**config.mk**
```make
export PLATFORM = sky130hd
export DESIGN_NAME = change_dispenser_flat
export DESIGN_NICKNAME = d
export VERILOG_FILES = /design/src/rtl/vending_pkg.sv /design/src/rtl/change_dispenser_if.sv /design/src/rtl/coin_selector.sv /design/src/rtl/change_dispenser.sv /design/src/flat_wrapper.sv
export SDC_FILE = /design/constraint.sdc
export NUM_CORES = 1
export LEC_CHECK = 0
export ABC_AREA = 1
export CAP_MARGIN = 15
export CORE_AREA = 2 2 51 64
export DETAILED_ROUTE_END_ITERATION = 10
export DIE_AREA = 0 0 53 66
export PLACE_DENSITY = 0.74
export SLEW_MARGIN = 10
export SYNTH_ARGS = -nofsm -noshare
export SYNTH_HDL_FRONTEND = slang
export SYNTH_SLANG_ARGS = --single-unit
```
**constraint.sdc**
```tcl
create_clock -name clock -period 4.59 [get_ports clock]
set_clock_uncertainty 0.1 [all_clocks]
set_input_delay 0.459 -clock clock [delete_from_list [all_inputs] [get_ports clock]]
set_output_delay 0.459 -clock clock [all_outputs]
set_load 0.01 [all_outputs]
```
**src/rtl/vending_pkg.sv**
```systemverilog
// Shared encodings and defaults for the vending machine change path.
// Main-state and change-state enums plus default coin denominations.
package vending_pkg;

    localparam int W_MONEY  = 5;
    localparam int DEN0_DEF = 10;
    localparam int DEN1_DEF = 5;
    localparam int DEN2_DEF = 2;
    localparam int DEN3_DEF = 1;

    typedef enum logic [2:0] {
        MS_WAIT     = 3'd0,
        MS_INSERTED = 3'd1,
        MS_INVALID  = 3'd2,
        MS_VALID    = 3'd3,
        MS_THANKS   = 3'd4
    } main_state_e;

    typedef enum logic [1:0] {
        CS_IDLE   = 2'd0,
        CS_PAY    = 2'd1,
        CS_DONE   = 2'd2,
        CS_UNUSED = 2'd3
    } change_state_e;

endpackage

```
**src/rtl/change_dispenser_if.sv**
```systemverilog
// Bundle between the main vending FSM (master) and the change dispenser
// (slave): state/money in, coin stream and completion flag out.
interface change_dispenser_if #(
    parameter int W = vending_pkg::W_MONEY
);
    logic [2:0]   mainState;
    logic [W-1:0] inputMoney;
    logic [W-1:0] valueToPay;
    logic         noMoneyLeft;
    logic         coinValid;
    logic [W-1:0] coinOut;
    logic [W-1:0] remaining;
    logic [1:0]   changeState;

    modport master (
        output mainState, inputMoney, valueToPay,
        input  noMoneyLeft, coinValid, coinOut, remaining, changeState
    );

    modport slave (
        input  mainState, inputMoney, valueToPay,
        output noMoneyLeft, coinValid, coinOut, remaining, changeState
    );
endinterface

```
**src/rtl/coin_selector.sv**
```systemverilog
// Greedy denomination pick: largest coin not exceeding the amount.
// Purely combinational; returns 0 when nothing is left to pay.
module coin_selector #(
    parameter int W    = vending_pkg::W_MONEY,
    parameter int DEN0 = vending_pkg::DEN0_DEF,
    parameter int DEN1 = vending_pkg::DEN1_DEF,
    parameter int DEN2 = vending_pkg::DEN2_DEF,
    parameter int DEN3 = vending_pkg::DEN3_DEF
) (
    input  logic [W-1:0] i_amount,
    output logic [W-1:0] o_coin
);
    always_comb begin
        o_coin = '0;
        if (i_amount >= W'(DEN0))
            o_coin = W'(DEN0);
        else if (i_amount >= W'(DEN1))
            o_coin = W'(DEN1);
        else if (i_amount >= W'(DEN2))
            o_coin = W'(DEN2);
        else if (i_amount >= W'(DEN3))
            o_coin = W'(DEN3);
    end
endmodule

```
**src/rtl/change_dispenser.sv**
```systemverilog
// Change dispenser: loads the refund/change amount from the main FSM and
// pays it out one greedy coin per clock, then flags completion.
module change_dispenser
    import vending_pkg::*;
#(
    parameter int W    = W_MONEY,
    parameter int DEN0 = DEN0_DEF,
    parameter int DEN1 = DEN1_DEF,
    parameter int DEN2 = DEN2_DEF,
    parameter int DEN3 = DEN3_DEF
) (
    input  logic               clock,
    input  logic               reset,
    change_dispenser_if.slave  bus
);
    change_state_e r_state, w_state;
    logic [W-1:0]  r_rem, w_rem;
    logic [W-1:0]  r_coin, w_coin;
    logic          r_valid, w_valid;
    logic          r_nml, w_nml;
    logic [W-1:0]  w_den;
    logic [W:0]    w_diff;
    logic          w_pay_ms;

    coin_selector #(
        .W(W), .DEN0(DEN0), .DEN1(DEN1), .DEN2(DEN2), .DEN3(DEN3)
    ) u_sel (
        .i_amount (r_rem),
        .o_coin   (w_den)
    );

    // Extra bit catches a price above the inserted amount
    assign w_diff   = {1'b0, bus.inputMoney} - {1'b0, bus.valueToPay};
    assign w_pay_ms = (bus.mainState == MS_INVALID) ||
                      (bus.mainState == MS_VALID);

    always_ff @(posedge clock) begin
        if (reset) begin
            r_state <= CS_IDLE;
            r_rem   <= '0;
            r_coin  <= '0;
            r_valid <= 1'b0;
            r_nml   <= 1'b0;
        end else begin
            r_state <= w_state;
            r_rem   <= w_rem;
            r_coin  <= w_coin;
            r_valid <= w_valid;
            r_nml   <= w_nml;
        end
    end

    always_comb begin
        w_state = r_state;
        w_rem   = r_rem;
        w_coin  = '0;
        w_valid = 1'b0;
        w_nml   = r_nml;
        unique case (r_state)
            CS_IDLE: begin
                w_nml = 1'b0;
                if (bus.mainState == MS_VALID) begin
                    w_rem   = w_diff[W] ? '0 : w_diff[W-1:0];
                    w_state = CS_PAY;
                end else if (bus.mainState == MS_INVALID) begin
                    w_rem   = bus.inputMoney;
                    w_state = CS_PAY;
                end
            end
            CS_PAY: begin
                if (!w_pay_ms) begin
                    w_rem   = '0;
                    w_nml   = 1'b0;
                    w_state = CS_IDLE;
                end else if (r_rem == '0) begin
                    w_nml   = 1'b1;
                    w_state = CS_DONE;
                end else begin
                    w_valid = 1'b1;
                    w_coin  = w_den;
                    w_rem   = r_rem - w_den;
                end
            end
            CS_DONE: begin
                if (!w_pay_ms) begin
                    w_nml   = 1'b0;
                    w_rem   = '0;
                    w_state = CS_IDLE;
                end
            end
            default: begin
                w_nml   = 1'b0;
                w_rem   = '0;
                w_state = CS_IDLE;
            end
        endcase
    end

    assign bus.noMoneyLeft = r_nml;
    assign bus.coinValid   = r_valid;
    assign bus.coinOut     = r_coin;
    assign bus.remaining   = r_rem;
    assign bus.changeState = r_state;
endmodule

```
**src/flat_wrapper.sv**
```systemverilog
// flat-port wrapper written by rule: the top's interface ports become plain ports
module change_dispenser_flat import vending_pkg::*;
#(
    parameter int W    = W_MONEY,
    parameter int DEN0 = DEN0_DEF,
    parameter int DEN1 = DEN1_DEF,
    parameter int DEN2 = DEN2_DEF,
    parameter int DEN3 = DEN3_DEF
)
  (clock, reset, bus_mainState, bus_inputMoney, bus_valueToPay, bus_noMoneyLeft, bus_coinValid, bus_coinOut, bus_remaining, bus_changeState);
  change_dispenser_if #(.W(W)) bus_i ();
  input  logic clock;
  input  logic reset;
  input wire logic [$bits(bus_i.mainState)-1:0] bus_mainState;
  input wire logic [$bits(bus_i.inputMoney)-1:0] bus_inputMoney;
  input wire logic [$bits(bus_i.valueToPay)-1:0] bus_valueToPay;
  output wire logic [$bits(bus_i.noMoneyLeft)-1:0] bus_noMoneyLeft;
  output wire logic [$bits(bus_i.coinValid)-1:0] bus_coinValid;
  output wire logic [$bits(bus_i.coinOut)-1:0] bus_coinOut;
  output wire logic [$bits(bus_i.remaining)-1:0] bus_remaining;
  output wire logic [$bits(bus_i.changeState)-1:0] bus_changeState;
  assign bus_i.mainState = bus_mainState;
  assign bus_i.inputMoney = bus_inputMoney;
  assign bus_i.valueToPay = bus_valueToPay;
  assign bus_noMoneyLeft = bus_i.noMoneyLeft;
  assign bus_coinValid = bus_i.coinValid;
  assign bus_coinOut = bus_i.coinOut;
  assign bus_remaining = bus_i.remaining;
  assign bus_changeState = bus_i.changeState;
  change_dispenser #(.W(W), .DEN0(DEN0), .DEN1(DEN1), .DEN2(DEN2), .DEN3(DEN3)) u_core (.clock(clock), .reset(reset), .bus(bus_i));
endmodule
```
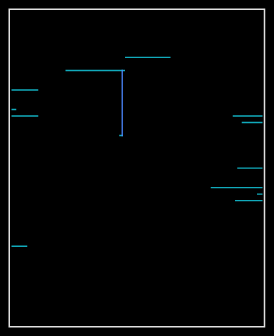
Fig. 1. Routed metal, one color a layer (run 1).
Only two layers are drawn.
[cyan] met3 | wire length: 67.2 µm
[blue] met4 | wire length: 13.6 µm

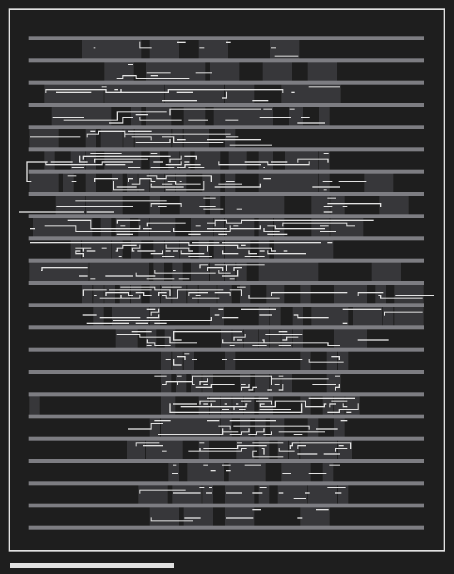
Fig. 2. Signal wires on met1 (run 1).
Bar = 20 µm. Supply wires on this layer in gray. Cells faint in the background.
wire length on this layer: 1070 µm
nets with wire on the layer: 203
longest straight run: 19.3 µm
main direction: horizontal

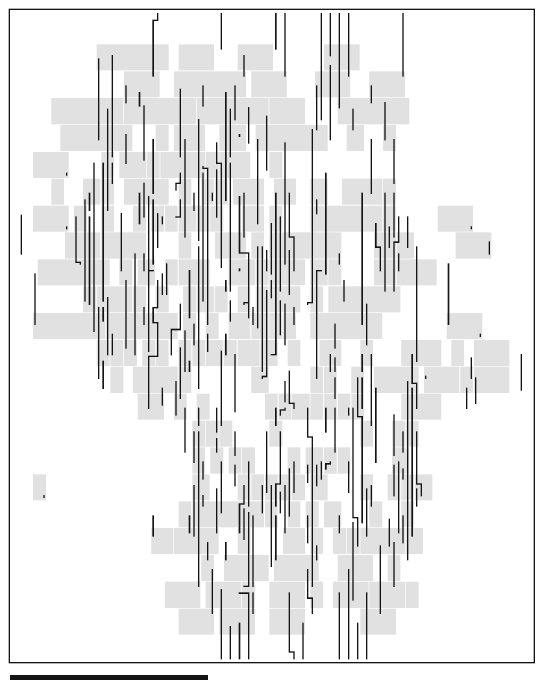
Fig. 3. The metal 2 layer (run 1).
Bar = 20 µm. Cells faint in the background.
nets with wire on the layer: 178
longest straight run: 18.0 µm
share of all routed wire: 50%
main direction: vertical

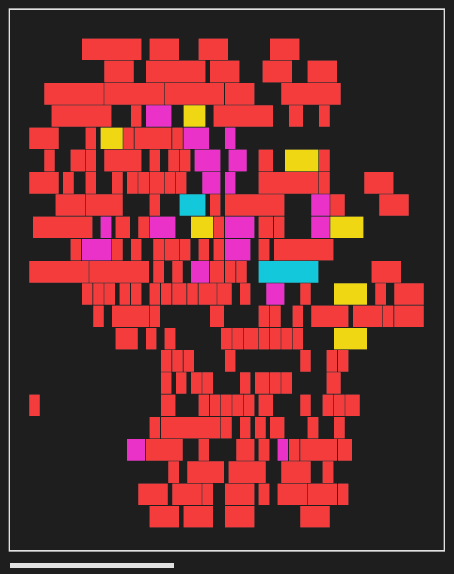
Fig. 4. Cell sizes after repair (run 1).
Bar = 20 µm.
[red] drive 1 or less | cells: 172
[cyan] drive 6 and up | cells: 2
[magenta] drive 2 | cells: 18
[yellow] drive 3 to 4 | cells: 7

==> impl_report.txt, run 1 <==
RUN METRICS
----------------------------------------------------
[Power and ir drop]
  Maximum vdd ir drop ........................ 0.000180 V
  Leak Pwr ........................ 0.669 nW
  Post-route total power ........................ 0.000326 W

[Clock network]
  CTS root buffer ........................ sky130_fd_sc_hd__clkbuf_4
  Number of buffers added by the clock tree synthesis step ........................ 3
  Clock slew at the register clock pins of the worst setup and hold paths ........................ 80 ps
  CTS HTree Levels ........................ 1
  Worst-Skew Late Latency ........................ 280 ps
  Cts repair resizes ........................ 0
  Count of clock tree sinks ........................ 13
  CTS Hold Bufs ........................ 0
  Deepest clock path buffer count ........................ 2

[Synth]
  Warnings from Yosys ........................ 0
  Distinct cell type count of the synthesized netlist ........................ 26
  Number of storage elements in the synthesis netlist ........................ 13
  Top-area cell share ........................ 23.6%
  Syn_area_per_cell ........................ 6.50 µm²
  Post-synth top area cell ........................ sky130_fd_sc_hd__dfxtp_1
  Total nets after synthesis ........................ 196
  Dominant cells by area after synthesis ........................ sky130_fd_sc_hd__dfxtp_1 (24%), sky130_fd_sc_hd__nand2_1 (18%), sky130_fd_sc_hd__ha_1 (10%), sky130_fd_sc_hd__inv_1 (8.2%), sky130_fd_sc_hd__nor2_1 (6.1%)
  Fraction of the yosys area taken by sequential cells ........................ 23.6%
  Synthesized netlist cell count ........................ 170

[Final layout]
  Area growth, synth to finish ........................ 29.9%
  Share of layout cells above drive strength 1 ........................ 13.6%

[Global route]
  Final global-route overflow total ........................ 0
  Via count of the first global-routing pass ........................ 990
  Total Routing Usage GR ........................ 15.4%
  Number of antenna violations at the first check in global routing ........................ 0

[Min path]
  Number of cells on the worst hold path ........................ 2
  Worst Min Path Start ........................ u_core.bus.noMoneyLeft
  Path type of the worst min-delay path ........................ reg2reg

[Placed design]
  Number of port buffers ........................ 27
  Worst setup slack before clock tree synthesis ........................ 1950 ps
  Placed instance area ........................ 1410 µm²

[STA]
  Final Hold Violating Endpoints ........................ 0
  Final setup TNS ........................ 0 ps
  Final tally of setup violations ........................ 0
  Number of max-slew violations in the final report ........................ 0
  Cycle use final ........................ 57.9%
  Worst path setup slack after routing ........................ 1930 ps

[Critical path]
  Type of the worst setup path ........................ reg2reg
  Worst path arrival time ........................ 2720 ps
  Number of buffer and inverter stages on the critical path ........................ 3
  RR Endpoint ........................ u_core.bus.remaining[4]
  R2R Path Start ........................ u_core.bus.remaining[1]
  Worst-case register-to-register setup slack ........................ 1930 ps
  Largest fanout on the critical path ........................ 6
  Total stage count of the critical path ........................ 18
  Master of the slowest instance on the critical path ........................ sky130_fd_sc_hd__dfxtp_1
  Crit start category ........................ register
  Number of cell instances on the worst register-to-register path ........................ 18
  CP startpoint ........................ u_core.bus.remaining[1]
  Endpoint of the most critical setup path ........................ u_core.bus.remaining[4]
  CP dominant cell by count ........................ sky130_fd_sc_hd__nand2_1

[Detailed routing]
  Iteration-0 DRC Markers ........................ 16
  Pre-antenna DRT Iters ........................ 4
  Residual antenna-violating net count after detailed routing ........................ 0

[Run]
  OpenROAD warnings ........................ 26
  Max-Cap Viols ........................ 0

[Floorplan]
  Die Ht ........................ 66 µm
  Num ports ........................ 29
  Row Count ........................ 22

[Run status]
  Result of the run ........................ completed

----------------------------------------------------
run 1: metal layers:
metal	global-route usage [%]	vias to the layer above	wire length [µm]
met5	0	-	0
met4	2.88	0	13
met3	2.04	2	67
met2	26.9	15	1140
met1	20.1	462	1070
li1	-	584	-
run 1: final cells by class:
class                           instances  area (µm²)
Fill cell                             304        1460
Multi-Input combinational cell        126         719
Timing Repair Buffer                   27         270
Sequential cell                        13         260
Inverter                               29         114
Tap cell                               36        45.0
Clock buffer                            4        26.3
run 1: power breakdown:
| part | total [W] | switching [W] | internal [W] |
|---|---|---|---|
| logic | 0.000132 | 0.0000735 | 0.0000588 |
| registers | 0.000122 | 0.00000544 | 0.000117 |
| clock network | 0.0000713 | 0.0000376 | 0.0000337 |
run 1: worst register-to-register path, stage by stage (launching register included):
cell and delay (ps):
sky130_fd_sc_hd__dfxtp_1 430, sky130_fd_sc_hd__nor2_1 70, sky130_fd_sc_hd__o21ai_0 140, sky130_fd_sc_hd__inv_1 90, sky130_fd_sc_hd__nand2_1 100, sky130_fd_sc_hd__nand2_1 100, sky130_fd_sc_hd__inv_2 90, sky130_fd_sc_hd__nor2_1 50
sky130_fd_sc_hd__ha_1 210, sky130_fd_sc_hd__fa_1 390, sky130_fd_sc_hd__inv_1 70, sky130_fd_sc_hd__nand2_1 60, sky130_fd_sc_hd__nand2_1 60, sky130_fd_sc_hd__a21oi_1 60, sky130_fd_sc_hd__or2_2 270, sky130_fd_sc_hd__nand3_1 70
sky130_fd_sc_hd__nand2_1 50, sky130_fd_sc_hd__nand2_1 60, sky130_fd_sc_hd__a21oi_2 50
run 1: cells in the mapped netlist (all sizes together):
master,number
a21oi,13
buf,1
clkbuf,1
conb,1
dfxtp,13
fa,2
ha,9
inv,29
nand2,57
nand3,7
nand4,1
nor2,25
nor3,2
o21a,1
o21ai,5
or2,3
run 1: through the flow:
stage | std cells | hold slack (ps)
floorplan | 170 | 383
global placement | 231 | 353
detailed placement | 231 | 356
CTS | 235 | 367
global route | 235 | 403
finish | 235 | 363
run 1: cells by family after synthesis:
kind of cell	Yosys count	share of synthesized area [%]
adders and majority gates	11	13.8
and+or+nand+nor	95	40.4
other	1	0.339
buffers and inverters	31	11.3
DFF	13	23.6
AOI/OAI and AO/OA	19	10.5
run 1: state kept, by name, summed over array words and instances, names as in the netlist:
name and cells:
u_core.bus.remaining 5, u_core.bus.noMoneyLeft 1, u_core.bus.changeState 2, u_core.bus.coinOut 4
u_core.bus.coinValid 1
run 1: cells in the final DEF (no fill, tap or decap), types with 3 or more instances in the layout:
cell                              netlist  final
sky130_fd_sc_hd__nor2_1                18     18
sky130_fd_sc_hd__a21oi_1                8      8
sky130_fd_sc_hd__o21ai_0                4      4
sky130_fd_sc_hd__nor2_2                 4      4
sky130_fd_sc_hd__dfxtp_1               13     13
sky130_fd_sc_hd__inv_1                 24     24
sky130_fd_sc_hd__ha_1                   9      9
sky130_fd_sc_hd__clkdlybuf4s50_1        0     27
sky130_fd_sc_hd__nand2_1               54     54
sky130_fd_sc_hd__clkbuf_4               0      3
sky130_fd_sc_hd__inv_2                  4      4
sky130_fd_sc_hd__a21oi_2                5      5
sky130_fd_sc_hd__nand3_1                7      7
Fig. 5: run 1, track usage over the die
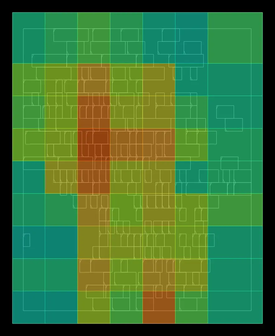

==> inputs of run 2 (changes only) <==
- PLACE_DENSITY: 0.74 -> 0.77
- clock period: 4.59 -> 2.39 ns (I/O delays scaled with it)
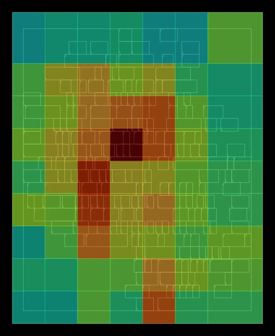
Fig. 6. Track usage over the die (run 2).
Total Routing Usage GR: 17.1%
met3 Resource Use GR: 2.71%

==> impl_report.txt, run 2 <==
RUN METRICS
----------------------------------------------------
[Run]
  Max-Cap Viols ........................ 0 (unchanged)
  OpenROAD warnings ........................ 27 (+3.8%)

[STA]
  Worst path setup slack after routing ........................ 107 ps (-1820 ps)
  Highest clock frequency the design can meet ........................ 438 MHz
  Number of max-slew violations in the final report ........................ 0 (unchanged)
  Final Hold Violating Endpoints ........................ 0 (unchanged)
  Cycle use final ........................ 95.5% (+38 points)
  Final tally of setup violations ........................ 0 (unchanged)

[Placed design]
  Number of port buffers ........................ 27 (unchanged)
  Placed instance area ........................ 1480 µm² (+5.1%)
  Post-detailed-placement half-perimeter wirelength ........................ 2020 µm
  Worst setup slack before clock tree synthesis ........................ -40.6 ps (-1990 ps)

[Clock network]
  Deepest clock path buffer count ........................ 2 (unchanged)
  CTS root buffer ........................ sky130_fd_sc_hd__clkbuf_4
  Count of clock tree sinks ........................ 13 (unchanged)
  CTS Hold Bufs ........................ 0 (unchanged)
  CTS HTree Levels ........................ 1 (unchanged)
  Clock slew at the register clock pins of the worst setup and hold paths ........................ 80 ps (about the same)
  Worst-Skew Late Latency ........................ 290 ps (about the same)

[Critical path]
  Worst path arrival time ........................ 2350 ps (-370 ps)
  Largest fanout on the critical path ........................ 4 (-2)
  Master of the slowest instance on the critical path ........................ sky130_fd_sc_hd__dfxtp_4
  Crit start category ........................ register
  CP dominant cell by count ........................ sky130_fd_sc_hd__nand2_2
  Type of the worst setup path ........................ reg2reg

[Synth]
  Ys flop type ........................ sky130_fd_sc_hd__dfxtp_1
  Number of storage elements in the synthesis netlist ........................ 13 (unchanged)
  Most instantiated cells after synthesis ........................ sky130_fd_sc_hd__nand2_1 (54), sky130_fd_sc_hd__inv_1 (24), sky130_fd_sc_hd__nor2_1 (18), sky130_fd_sc_hd__dfxtp_1 (13), sky130_fd_sc_hd__ha_1 (9)
  Area figure in the yosys stat output ........................ 1100 µm²
  Yosys top cell by instances ........................ sky130_fd_sc_hd__nand2_1
  Total nets after synthesis ........................ 196 (unchanged)
  Synthesized netlist cell count ........................ 170 (unchanged)
  Number of synthesized flops with an enable pin ........................ 0 (unchanged)
  FFs w/ async S/R, synth ........................ 0% (unchanged)
  Top-area cell share ........................ 23.6% (unchanged)
  Post-synth top area cell ........................ sky130_fd_sc_hd__dfxtp_1
  Dominant cells by area after synthesis ........................ sky130_fd_sc_hd__dfxtp_1 (24%), sky130_fd_sc_hd__nand2_1 (18%), sky130_fd_sc_hd__ha_1 (10%), sky130_fd_sc_hd__inv_1 (8.2%), sky130_fd_sc_hd__nor2_1 (6.1%)
  Distinct cell type count of the synthesized netlist ........................ 26 (unchanged)
  Syn_area_per_cell ........................ 6.50 µm² (unchanged)

[Detailed routing]
  Residual antenna-violating net count after detailed routing ........................ 0 (unchanged)
  Pre-antenna DRT Iters ........................ 4 (unchanged)
  Iteration-0 DRC Markers ........................ 16 (unchanged)

[Final layout]
  Share of layout cells above drive strength 1 ........................ 25.8% (+12 points)
  Most common library cell in the layout ignoring fill and taps ........................ sky130_fd_sc_hd__nand2_1
  Number of flip-flops under the largest register name ........................ 5 (unchanged)
  Core occupancy in the finished layout ........................ 54.1%
  Most used cells in the layout excluding fill and tap cells ........................ sky130_fd_sc_hd__nand2_1 (50), sky130_fd_sc_hd__clkdlybuf4s50_1 (27), sky130_fd_sc_hd__inv_1 (22)

[Power and ir drop]
  Maximum vdd ir drop ........................ 0.000308 V (+71%)
  Leak Pwr ........................ 0.724 nW (+8.2%)

[Floorplan]
  Core Box Area ........................ 2890 µm²
  Die Footprint ........................ 3500 µm²
  Row Count ........................ 22 (unchanged)
  Num ports ........................ 29 (unchanged)
  Core Util at FP ........................ 38.2%
  Die Ht ........................ 66 µm (unchanged)

[Global route]
  Number of antenna violations at the first check in global routing ........................ 0 (unchanged)
  Final global-route overflow total ........................ 0 (unchanged)
  Via count of the first global-routing pass ........................ 1041 (+5.2%)

[Run status]
  Result of the run ........................ completed

[Min path]
  Path type of the worst min-delay path ........................ reg2reg

----------------------------------------------------
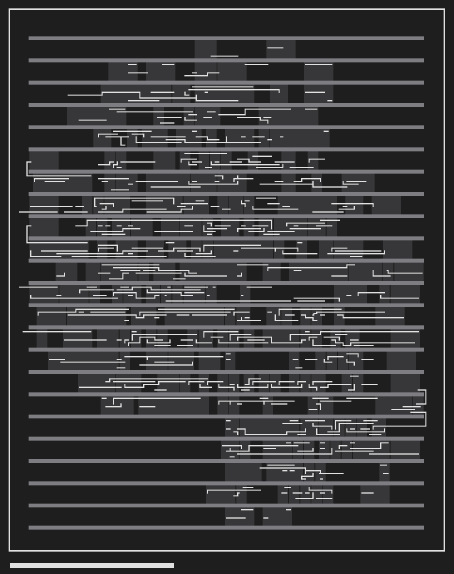
Fig. 7. Signal wires on met1 (run 2).
Bar = 20 µm. Supply wires on this layer in gray. Cells faint in the background.
share of all routed wire: 45%
main direction: horizontal

==> run 2: netlist changes by cell type in the layout (fill, tap and decap cells not counted), moves of 2 or more <==
cell,delta
sky130_fd_sc_hd__inv_1,-2
sky130_fd_sc_hd__nor2_1,-3
sky130_fd_sc_hd__inv_2,+2
sky130_fd_sc_hd__dfxtp_1,-3
sky130_fd_sc_hd__nor2_2,+2
sky130_fd_sc_hd__nand2_2,+4
sky130_fd_sc_hd__dfxtp_4,+3
sky130_fd_sc_hd__buf_4,+10
sky130_fd_sc_hd__nand2_1,-4
==> run 2: kinds of logic (layout without fill, tap and decap cells) <==
group / Yosys count / in the layout / share of synthesized area (%)
simple gates: 95 / 95 / 40.4
compound gates: 19 / 19 / 10.5
buf+inv: 31 / 70 / 11.3
fa+ha+maj: 11 / 11 / 13.8
flops: 13 / 13 / 23.6
other cells: 1 / 1 / 0.339
==> run 2: power by group <==
part	switching, W	internal, W
combinational	0.000171	0.000156
clock	0.0000808	0.0000651
sequential	0.00000916	0.000223
==> run 2: critical path, delay by kind of cell, from the launching register on <==
family / cells / cell delay [ps]
AND-OR/OR-AND: 3 / 240
buffers and inverters: 3 / 180
flip-flops: 1 / 380
adder cells (fa/ha/maj): 2 / 530
AND/OR/NAND/NOR: 10 / 720
==> run 2: area by class of cell <==
class,count,area (µm²)
multi-input combinational,126,762
tap,36,45.0
fill,293,1330
clock buffer,4,26.3
timing repair buffer,37,345
sequential,13,272
inverter,29,114
==> run 2: timing repair <==
action                     in CTS  in global routing
setup endpoints to repair       1                  1
gates cloned                    0                  0
pin swaps                       0                  7
resized                         2                 12
setup buffers                   1                  2
==> run 2: path summary, 6_finish.rpt <==
path	from	end	slack [ps]	cells after the start
worst max register to register	u_core.bus.remaining[1]	u_core.bus.remaining[4]	110	18
worst min register to register	u_core.bus.noMoneyLeft	u_core.bus.noMoneyLeft	360	2
worst min-delay path	u_core.bus.noMoneyLeft	u_core.bus.noMoneyLeft	360	2
worst max-delay path	u_core.bus.remaining[1]	u_core.bus.remaining[4]	110	18
==> run 2: through the flow <==
| stage | hold WS, ps | std cells | setup TNS, ps | power [W] |
|---|---|---|---|---|
| floorplan | 321 | 170 | 0 | 0.000421 |
| global placement | 358 | 238 | 0 | 0.000518 |
| detailed placement | 358 | 238 | -40.6 | 0.000524 |
| CTS | 370 | 243 | 0 | 0.000674 |
| global route | 415 | 245 | -55.1 | 0.000760 |
| finish | 364 | 245 | 0 | 0.000705 |
==> run 2: per-layer routing <==
metal  GRT usage (%)  part of all wire, %
met3            2.71                  4.7
met1            19.3                   45
met5               0                    0
met2            30.5                   49
met4            7.69                  1.7
Fig. 8: run 2, cell sizes after repair
Bar = 20 µm.
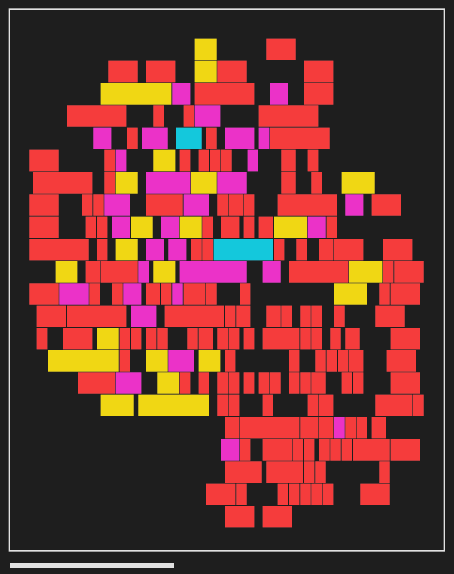

==> inputs of run 3 (changes only) <==
- CAP_MARGIN: 15 -> not set
- PLACE_DENSITY: 0.77 -> 0.71
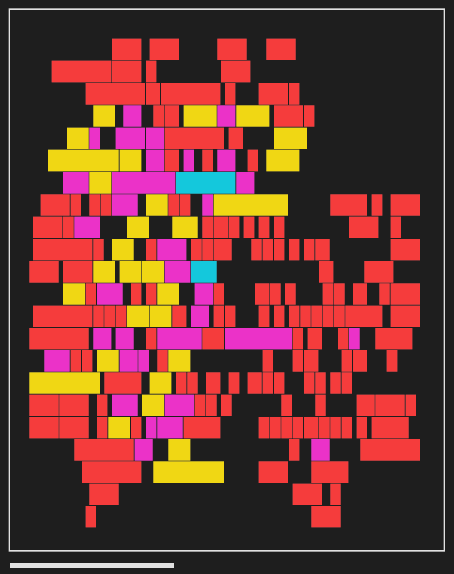
Fig. 9. Cell sizes after repair (run 3).
Bar = 20 µm.
[cyan] drive 6 and up | cells: 2
[magenta] drive 2 | cells: 33
[red] drive 1 or less | cells: 152
[yellow] drive 3 to 4 | cells: 29

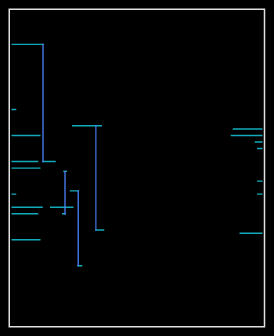
Fig. 10. Routed metal, one color a layer (run 3).
Only two layers are drawn.
[cyan] met3 | wire length: 80.0 µm
[blue] met4 | wire length: 70.7 µm

==> impl_report.txt, run 3 <==
RUN METRICS
----------------------------------------------------
[Final layout]
  Core occupancy in the finished layout ........................ 56.4% (+2.3 points)
  Most common library cell in the layout ignoring fill and taps ........................ sky130_fd_sc_hd__nand2_1
  Fin nets ........................ 243
  Share of layout cells above drive strength 1 ........................ 29.6% (+3.8 points)
  Number of flip-flops under the largest register name ........................ 5 (unchanged)
  Most used cells in the layout excluding fill and tap cells ........................ sky130_fd_sc_hd__nand2_1 (49), sky130_fd_sc_hd__clkdlybuf4s50_1 (27), sky130_fd_sc_hd__inv_1 (22)

[Min path]
  Number of cells on the worst hold path ........................ 2 (unchanged)
  Worst Min Path Start ........................ u_core.bus.noMoneyLeft
  Hold worst-path end ........................ u_core.bus.noMoneyLeft
  Path type of the worst min-delay path ........................ reg2reg

[Critical path]
  Total stage count of the critical path ........................ 18 (unchanged)
  Type of the worst setup path ........................ reg2reg
  RR Endpoint ........................ u_core.bus.remaining[4]
  Largest fanout on the critical path ........................ 3 (-1)
  Number of cell instances on the worst register-to-register path ........................ 18 (unchanged)
  Number of buffer and inverter stages on the critical path ........................ 4 (+1)
  Crit start category ........................ register
  Master of the slowest instance on the critical path ........................ sky130_fd_sc_hd__dfxtp_4
  Worst-case register-to-register setup slack ........................ 60 ps (-50 ps)
  Delay-heaviest family, CP ........................ simple AND/OR/NAND/NOR gates
  R2R Path Start ........................ u_core.bus.remaining[3]
  CP startpoint ........................ u_core.bus.remaining[3]
  Worst path arrival time ........................ 2380 ps (+30 ps)
  CP dominant cell by count ........................ sky130_fd_sc_hd__nand2_2

[STA]
  Final tally of setup violations ........................ 0 (unchanged)
  Highest clock frequency the design can meet ........................ 429 MHz (-2.0%)
  Final Hold Violating Endpoints ........................ 0 (unchanged)
  Cycle use final ........................ 97.5% (+1.9 points)
  Number of max-slew violations in the final report ........................ 0 (unchanged)

[Floorplan]
  Horiz. Die Dim ........................ 53 µm
  Core Box Area ........................ 2890 µm² (unchanged)
  Die Ht ........................ 66 µm (unchanged)
  Die Footprint ........................ 3500 µm² (unchanged)
  Row Count ........................ 22 (unchanged)
  Num ports ........................ 29 (unchanged)
  Core Util at FP ........................ 38.2% (unchanged)

[Synth]
  Yosys top cell by instances ........................ sky130_fd_sc_hd__nand2_1
  Post-synth top area cell ........................ sky130_fd_sc_hd__dfxtp_1
  Number of storage elements in the synthesis netlist ........................ 13 (unchanged)
  Number of synthesized flops with an enable pin ........................ 0 (unchanged)
  Syn_area_per_cell ........................ 6.50 µm² (unchanged)
  Top-area cell share ........................ 23.6% (unchanged)
  Dominant cells by area after synthesis ........................ sky130_fd_sc_hd__dfxtp_1 (24%), sky130_fd_sc_hd__nand2_1 (18%), sky130_fd_sc_hd__ha_1 (10%), sky130_fd_sc_hd__inv_1 (8.2%), sky130_fd_sc_hd__nor2_1 (6.1%)
  Ys flop type ........................ sky130_fd_sc_hd__dfxtp_1
  Total nets after synthesis ........................ 196 (unchanged)
  Area figure in the yosys stat output ........................ 1100 µm² (unchanged)
  Most instantiated cells after synthesis ........................ sky130_fd_sc_hd__nand2_1 (54), sky130_fd_sc_hd__inv_1 (24), sky130_fd_sc_hd__nor2_1 (18), sky130_fd_sc_hd__dfxtp_1 (13), sky130_fd_sc_hd__ha_1 (9)
  Synthesized netlist cell count ........................ 170 (unchanged)
  Distinct cell type count of the synthesized netlist ........................ 26 (unchanged)

[Power and ir drop]
  Sequential cell fraction of total power ........................ 32.2% (-0.8 points)
  Fraction of power consumed by combinational cells ........................ 49.0% (+2.7 points)
  Maximum vdd ir drop ........................ 0.000411 V (+34%)
  Switching share of power ........................ 35.7% (-1.3 points)
  Proportion of power drawn by the clock network ........................ 18.7% (-2.0 points)
  Leak Pwr ........................ 0.757 nW (+4.6%)
  Internal ........................ 0.000460 W (+3.6%)

[Detailed routing]
  Iteration-0 DRC Markers ........................ 8 (-8)
  Residual antenna-violating net count after detailed routing ........................ 0 (unchanged)
  Pre-antenna DRT Iters ........................ 4 (unchanged)
  Wire length reported by the detailed router ........................ 2870 µm
  DR vias ........................ 1167

[Run status]
  Result of the run ........................ completed

[Global route]
  Final global-route overflow total ........................ 0 (unchanged)
  Total Routing Usage GR ........................ 16.9% (-0.19 points)
  First-pass GRT wire length ........................ 4490 µm
  Via count of the first global-routing pass ........................ 1123 (+7.9%)

[Placed design]
  Post-detailed-placement half-perimeter wirelength ........................ 2050 µm (+1.8%)
  Number of port buffers ........................ 27 (unchanged)

[Clock network]
  Count of clock tree sinks ........................ 13 (unchanged)
  Deepest clock path buffer count ........................ 2 (unchanged)
  CTS root buffer ........................ sky130_fd_sc_hd__clkbuf_4
  Clock slew at the register clock pins of the worst setup and hold paths ........................ 80 ps (about the same)
  CTS Hold Bufs ........................ 0 (unchanged)
  Worst-Skew Late Latency ........................ 270 ps (-20 ps)

[Run]
  OpenROAD warnings ........................ 26 (-3.7%)
  Max-Cap Viols ........................ 0 (unchanged)

----------------------------------------------------
run 3: per-stage QoR:
stage                     worst slack, ps  total power, W  cells  hold slack (ps)  cell area [µm²]
after detailed placement             3.49        0.000527    241              357             1500
after global routing                -46.1        0.000764    252              398             1630
after floorplan                      18.3        0.000421    170              321             1120
final                                60.7        0.000716    252              370             1630
after global placement               40.5        0.000527    241              354             1500
after CTS                            2.56        0.000673    250              368             1570
run 3: worst register-to-register path, stage by stage (launching register included):
cell                      delay, ps
sky130_fd_sc_hd__dfxtp_4        370
sky130_fd_sc_hd__inv_1           60
sky130_fd_sc_hd__o21ai_2        140
sky130_fd_sc_hd__inv_2           60
sky130_fd_sc_hd__nand2_2         70
sky130_fd_sc_hd__nand2_2         60
sky130_fd_sc_hd__inv_2           50
sky130_fd_sc_hd__nor2_1          40
sky130_fd_sc_hd__ha_2           190
sky130_fd_sc_hd__fa_2           340
sky130_fd_sc_hd__inv_2           70
sky130_fd_sc_hd__nand2_2         50
sky130_fd_sc_hd__nand2_2         70
sky130_fd_sc_hd__a21oi_2         60
sky130_fd_sc_hd__or2_4          220
sky130_fd_sc_hd__nand3_2         50
sky130_fd_sc_hd__nand2_1         70
sky130_fd_sc_hd__nand2_2         70
sky130_fd_sc_hd__a21oi_2         50
run 3: cell families (layout without fill, tap and decap cells):
logic type	count (synthesis)	count (layout)	synth area share, %
AND-OR/OR-AND	19	19	10.5
adder cells (fa/ha/maj)	11	11	13.8
buffers and inverters	31	77	11.3
flip-flops	13	13	23.6
other	1	1	0.339
AND/OR/NAND/NOR	95	95	40.4
run 3: final cells by class:
| class | count | area (µm²) |
|---|---|---|
| fill | 272 | 1260 |
| tap | 36 | 45.0 |
| multi-input combinational | 126 | 773 |
| inverter | 29 | 114 |
| clock buffer | 4 | 26.3 |
| timing repair buffer | 44 | 398 |
| sequential | 13 | 273 |
run 3: metal layers:
| layer | wire length, µm | vias to the layer above | GRT usage, % |
|---|---|---|---|
| li1 | - | 613 | - |
| met1 | 1270 | 520 | 19.2 |
| met2 | 1450 | 26 | 30.0 |
| met3 | 80 | 8 | 0.905 |
| met4 | 70 | 0 | 10.3 |
| met5 | 0 | - | 0 |
run 3: repair_timing:
action	in CTS	in global routing
resized	1	15
endpoints found under the setup margin	1	2
buffers inserted	5	2
pin swaps	0	7
run 3: worst max path at each step:
stage,end,slack (ps)
after global placement,u_core.bus.remaining[4],40
after global routing,u_core.bus.remaining[4],-50
after detailed placement,u_core.bus.remaining[4],3
after CTS,u_core.bus.remaining[4],3
final,u_core.bus.remaining[4],60
after floorplan,u_core.bus.remaining[4],20
run 3: power groups by stage:
stage / clock network [W] / logic [W] / registers [W]
6_report: 0.000134 / 0.000351 / 0.000231
5_1_grt: 0.000145 / 0.000388 / 0.000232
4_1_cts: 0.000138 / 0.000305 / 0.000229
3_5_place_dp: 0 / 0.000292 / 0.000235
3_3_place_gp: 0 / 0.000293 / 0.000235
2_1_floorplan: 0 / 0.000181 / 0.000240
Power figures rest on the tool's default switching activity, not on a simulated workload.
